Figure 1. The metal 2 layer.
(1 px per um)
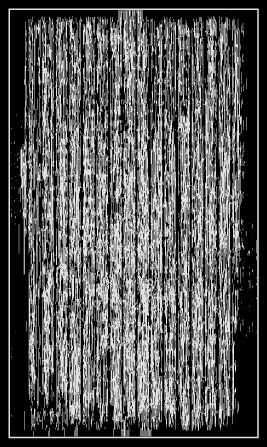
Figure 2. Congestion heat map.
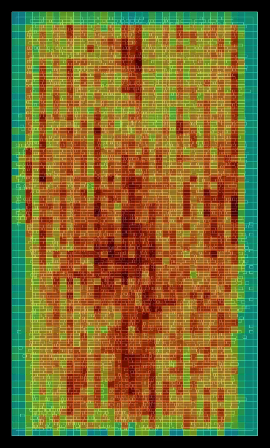
$ cat config.mk
export PLATFORM = sky130hd
export DESIGN_NAME = regfile_sb
export DESIGN_NICKNAME = d
export VERILOG_FILES = /design/src/rtl/regfile_sb_pkg.sv /design/src/rtl/regfile_sb_rport.sv /design/src/rtl/regfile_sb.sv
export SDC_FILE = /design/constraint.sdc
export NUM_CORES = 2
export LEC_CHECK = 0
export CORE_ASPECT_RATIO = 1.75
export CORE_MARGIN = 4
export CORE_UTILIZATION = 58
export DETAILED_ROUTE_END_ITERATION = 7
export GPL_TIMING_DRIVEN = 0
export PLACE_DENSITY = 0.75
export RECOVER_POWER = 50
export SETUP_SLACK_MARGIN = 0.15
export SKIP_CTS_REPAIR_TIMING = 1
export SYNTH_ARGS = -nofsm -noshare
export SYNTH_HDL_FRONTEND = slang
export SYNTH_HIERARCHICAL = 1
export SYNTH_SLANG_ARGS = --single-unit
export TNS_END_PERCENT = 30
$ cat constraint.sdc
create_clock -name CLK -period 9.5 [get_ports CLK]
set_clock_uncertainty 0.1 [all_clocks]
set_input_delay 1.9 -clock CLK [delete_from_list [all_inputs] [get_ports CLK]]
set_output_delay 1.9 -clock CLK [all_outputs]
set_load 0.05 [all_outputs]
$ cat src/rtl/regfile_sb_pkg.sv
// Shared register-file constants and word type for decode, writeback and regfile_sb.
package regfile_sb_pkg;

    localparam int unsigned WORD_W   = 32;
    localparam int unsigned ZERO_IDX = 0;
    localparam int unsigned SP_IDX   = 29;
    localparam int unsigned RA_IDX   = 31;
    localparam int unsigned SP_INIT  = 2048;

    typedef logic [WORD_W-1:0] word_t;

endpackage

$ cat src/rtl/regfile_sb_rport.sv
// One register-file read port: write-to-read bypass plus busy qualification.
module regfile_sb_rport
    import regfile_sb_pkg::*;
#(
    parameter int unsigned DATA_W = 32,
    parameter int unsigned ADDR_W = 5
) (
    input  logic              rst_n,
    input  logic [ADDR_W-1:0] addr,
    input  logic [DATA_W-1:0] arr_data,
    input  logic              arr_busy,
    input  logic              wr_en,
    input  logic [ADDR_W-1:0] wr_addr,
    input  logic [DATA_W-1:0] wr_data,
    output logic [DATA_W-1:0] rd_data,
    output logic              rd_busy
);

    logic hit;

    assign hit = wr_en && (wr_addr == addr);

    // Register 0 is hard-wired to zero even when a write targets it.
    always_comb begin
        rd_data = '0;
        rd_busy = 1'b0;
        if (rst_n) begin
            if (addr != ADDR_W'(ZERO_IDX)) begin
                rd_data = hit ? wr_data : arr_data;
            end
            rd_busy = arr_busy && !hit;
        end
    end

endmodule

$ cat src/rtl/regfile_sb.sv
// Decode-stage register file with NRD bypassed read ports and a pending-write scoreboard.
module regfile_sb
    import regfile_sb_pkg::*;
#(
    parameter int unsigned DATA_W  = 32,
    parameter int unsigned ADDR_W  = 5,
    parameter int unsigned NRD     = 2,
    parameter int unsigned SP_IDX  = regfile_sb_pkg::SP_IDX,
    parameter int unsigned SP_INIT = regfile_sb_pkg::SP_INIT
) (
    input  logic                  CLK,
    input  logic                  RST,
    input  logic [NRD*ADDR_W-1:0] rd_addr,
    output logic [NRD*DATA_W-1:0] rd_data,
    output logic [NRD-1:0]        rd_busy,
    input  logic                  wr_en,
    input  logic [ADDR_W-1:0]     wr_addr,
    input  logic [DATA_W-1:0]     wr_data,
    input  logic                  alloc_valid,
    input  logic [ADDR_W-1:0]     alloc_addr,
    output logic                  alloc_ready,
    output logic [ADDR_W:0]       busy_cnt
);

    localparam int unsigned NREG  = 2 ** ADDR_W;
    localparam int unsigned CNT_W = ADDR_W + 1;

    logic [DATA_W-1:0] regs [NREG];
    logic [NREG-1:0]   busy_q;
    logic [NREG-1:0]   busy_nxt;
    logic [CNT_W-1:0]  cnt_q;
    logic [CNT_W-1:0]  cnt_nxt;
    logic              xfer;
    logic              inc;
    logic              dec;

    assign alloc_ready = RST && (!busy_q[alloc_addr] || (wr_en && (wr_addr == alloc_addr)));
    assign xfer        = alloc_valid && alloc_ready;
    assign inc         = xfer && (alloc_addr != ADDR_W'(ZERO_IDX));
    assign dec         = wr_en && (wr_addr != ADDR_W'(ZERO_IDX)) && busy_q[wr_addr];
    assign busy_cnt    = RST ? cnt_q : '0;

    // A reservation landing on the register being written wins over the clear.
    always_comb begin
        busy_nxt = busy_q;
        cnt_nxt  = cnt_q;
        if (wr_en) begin
            busy_nxt[wr_addr] = 1'b0;
        end
        if (inc) begin
            busy_nxt[alloc_addr] = 1'b1;
        end
        busy_nxt[ZERO_IDX] = 1'b0;
        case ({inc, dec})
            2'b10:   cnt_nxt = cnt_q + CNT_W'(1);
            2'b01:   cnt_nxt = cnt_q - CNT_W'(1);
            default: cnt_nxt = cnt_q;
        endcase
    end

    always_ff @(posedge CLK) begin
        if (!RST) begin
            for (int unsigned i = 0; i < NREG; i++) begin
                regs[i] <= (i == SP_IDX) ? DATA_W'(SP_INIT) : '0;
            end
            busy_q <= '0;
            cnt_q  <= '0;
        end else begin
            if (wr_en && (wr_addr != ADDR_W'(ZERO_IDX))) begin
                regs[wr_addr] <= wr_data;
            end
            busy_q <= busy_nxt;
            cnt_q  <= cnt_nxt;
        end
    end

    for (genvar k = 0; k < NRD; k++) begin : g_rport
        regfile_sb_rport #(
            .DATA_W (DATA_W),
            .ADDR_W (ADDR_W)
        ) u_rport (
            .rst_n    (RST),
            .addr     (rd_addr[k*ADDR_W +: ADDR_W]),
            .arr_data (regs[rd_addr[k*ADDR_W +: ADDR_W]]),
            .arr_busy (busy_q[rd_addr[k*ADDR_W +: ADDR_W]]),
            .wr_en    (wr_en),
            .wr_addr  (wr_addr),
            .wr_data  (wr_data),
            .rd_data  (rd_data[k*DATA_W +: DATA_W]),
            .rd_busy  (rd_busy[k])
        );
    end

endmodule

==> results.yml <==
# yosys + openroad results
status:
  status: "complete, but fails checks"
  violations: "capacitance limit, slew limit"
die:
  die_width_um: 247
  pin_count: 129
  rows: 153
  dieArea_um2: 106000
  fp_util_pct: 58.5
  die_y_um: 427
  core-area_um2: 99400
critical_path:
  reg2reg_from: "busy_q[23]$_SDFF_PN0_"
  cp-startpoint: "rd_addr[1]"
  path_max_fanout: 10
  crit_end: "rd_data[2]"
  worstPathRequired_ns: 7.50
  arrival_ns: 6.99
  worstRegToRegCells: 12
  cp-start-kind: "primary input"
  path_class: "in2out"
  crit_path_end_kind: "output pin"
  rrSetupSlack_ns: 6.02
  reg2reg_to: "cnt_q[5]$_SDFFE_PN0P_"
cts:
  insertion_delay_ns: 0.70
  cts_tree: "yes"
  root_buffer: "clkbuf_16"
  cts_made_buffers: 92
  cts_max_level: 3
  cts_buffer_depth: 3
  clk_transition_reported_paths_ns: 0.06
  clkSinkCount: 1061
logic_synthesis:
  ys_types: 50
  synthMostInstantiatedCell: "edfxtp_1"
  ys_top_cells_by_count: "edfxtp_1 (1024), and2_1 (998), mux4_2 (666)"
  synth_area_um2: 58100
  synthArstFlopShare_pct: 0
  synth_top_area_share_pct: 52.9
  synth.area.top_cells: "edfxtp_1 (53%), mux4_2 (26%), and2_1 (11%)"
  ys.flop_type: "edfxtp_1"
  synth_cells: 3685
  synth.avg_cell_area_um2: 15.8
  ys_seq_share_pct: 54.2
  ys_area_um2: 58100
  yosys_cells: 3685
  edf_count: 1024
  post-synth-top-area-cell: "edfxtp_1"
  yosys_warnings: 6
  synth-seq-cells: 1061
drt:
  wl_met2_um: 91000
  met3_length_um: 18900
  met1_length_um: 57700
  vias: 36500
  ant_nets: 0
  top_layer: "met5"
  routed_wl_um: 180000
  vias_per_cell: 6.82
  drc: 0
  drt_iter0_markers: 4683
  first_pass_iters: 6
final_timing:
  fmax_mhz: 111
  tns_ns: 0
  fin_crit_ns: 8.99
  tightestPinTransition_ns: 2.57
  hold_viol: 0
  slew_headroom_pct: -73.5
  fin_crit_sh_pct: 94.7
  finalSetupViolCount: 0
  grt_setup_unrepaired: "false"
  finalMaxSlewViolations: 401
grt:
  grt_usage_pct: 34.5
  grt_antenna_before_repair: 8
  grt_remaining_overflow: 0
  first_global_vias: 37300
  grt_pass1_wl_um: 256000
  grt_max_degree: 41
finish:
  fillers: 6965
  area_growth_pct: 11.1
  nets: 4028
  design_area_um2: 64600
  drive_gt1_share_pct: 24.7
  finalNonFillerCells: 5358
placed_design:
  dp_hpwl_um: 143000
  placed_cell_area_um2: 62100
  dp_cells: 5189
  io_buffers: 124
  globalplace.congestion: 0.990
run:
  tool_warnings: 27
  maxCapViolations: 26
worst_hold_path:
  worstHoldPathType: "reg2reg"
power_and_ir_drop:
  p_leak_uw: 0.0210
  p_per_area_nw_per_um2: 169
  peakVddDrop_mv: 0.137
About Figure 1:
share of all routed wire	50%
longest straight run	228 um
main direction	vertical
nets with wire on the layer	3547

About Figure 2:
met3 Use GR: 6.26%
grt peak-use layer: met2
Global Route met2 Usage: 58.3%
wire per inst: 33.6 um

==> worst max-delay path, stage by stage <==
cell	delay (ns)
clkdlybuf4s50_1	0.81
clkbuf_1	0.96
clkbuf_1	1.02
mux4_2	0.46
mux4_2	0.51
mux2_2	0.28
nand2_1	0.06
o21ai_1	0.16
clkdlybuf4s50_1	0.80
==> routing by layer <==
| layer | global-route usage [%] | vias up |
|---|---|---|
| li1 | - | 14900 |
| met1 | 42.0 | 18700 |
| met2 | 58.3 | 2380 |
| met3 | 6.26 | 561 |
| met4 | 19.5 | 6 |
| met5 | 0 | - |
==> flip-flops by register name, summed over array words and instances, names as in the netlist <==
signal,cells
cnt_q,6
busy_q,31
regs,1024
==> power by group <==
group / total (uW) / switching (uW) / internal [uW]
sequential: 5500 / 124 / 5380
clock: 3750 / 1760 / 1990
combinational: 1670 / 961 / 708
==> kinds of logic after synthesis <==
family | after synthesis | synth area share [%]
adder cells (fa/ha/maj) | 6 | 0.142
other | 1 | 0.00645
flip-flops | 1061 | 54.2
buffers and inverters | 421 | 3.18
multiplexers | 751 | 27.4
AND/OR/NAND/NOR | 1240 | 12.8
XOR/XNOR | 17 | 0.256
AND-OR/OR-AND | 188 | 2.01
==> cell usage in the layout (no fill, tap or decap), types with 21 or more instances in the layout <==
cell and n:
edfxtp_1 1024, and2_1 671, mux4_2 666, clkbuf_1 338, and2_0 327, clkdlybuf4s50_1 119, clkbuf_16 93, nand2_1 77
mux2_2 69, nand4_1 68, o21ai_1 65, buf_2 59, nor2_1 49, dfxtp_1 37, o31ai_1 32, conb_1 32
o211ai_1 31, o21ai_0 23, clkinv_2 21
==> worst min path at each step <==
stage	startpoint	to	slack, ns	depth (start not counted)
after floorplan	cnt_q[2]$_SDFFE_PN0P_	cnt_q[2]$_SDFFE_PN0P_	0.38	2
after global placement	cnt_q[2]$_SDFFE_PN0P_	cnt_q[2]$_SDFFE_PN0P_	0.40	2
after detailed placement	cnt_q[1]$_SDFFE_PN0P_	cnt_q[1]$_SDFFE_PN0P_	0.42	2
after CTS	cnt_q[1]$_SDFFE_PN0P_	cnt_q[1]$_SDFFE_PN0P_	0.44	2
after global routing	busy_q[20]$_SDFF_PN0_	busy_q[20]$_SDFF_PN0_	0.48	2
final	cnt_q[1]$_SDFFE_PN0P_	cnt_q[1]$_SDFFE_PN0P_	0.43	2
==> metrics by stage <==
stage | worst slack (ns) | hold slack (ns) | util, % | power, uW
after floorplan | 3.25 | 0.382 | - | 6600
after global placement | -1.22 | 0.402 | 61.5 | 7170
after detailed placement | 0.750 | 0.419 | 62.5 | 7240
after CTS | 0.744 | 0.436 | 65.4 | 10900
after global routing | 0.647 | 0.477 | 65.0 | 11200
final | 0.506 | 0.430 | 65.0 | 10900
==> cell type report <==
type                    instances  area, um^2  share of cell area [%]
flip-flops and latches       1061       31500                    48.7
multi-input cells            2234       25000                    38.8
clock buffers                 113        2400                    3.72
plain buffers                 416        1830                    2.83
repair buffers                156        1720                    2.66
well taps                    1317        1650                    2.55
clock inverters                50         449                   0.695
inverters                       5        20.0                  0.0310
diodes                          6        15.0                  0.0232
No activity file was given, so power comes from the tool's default toggle rates.
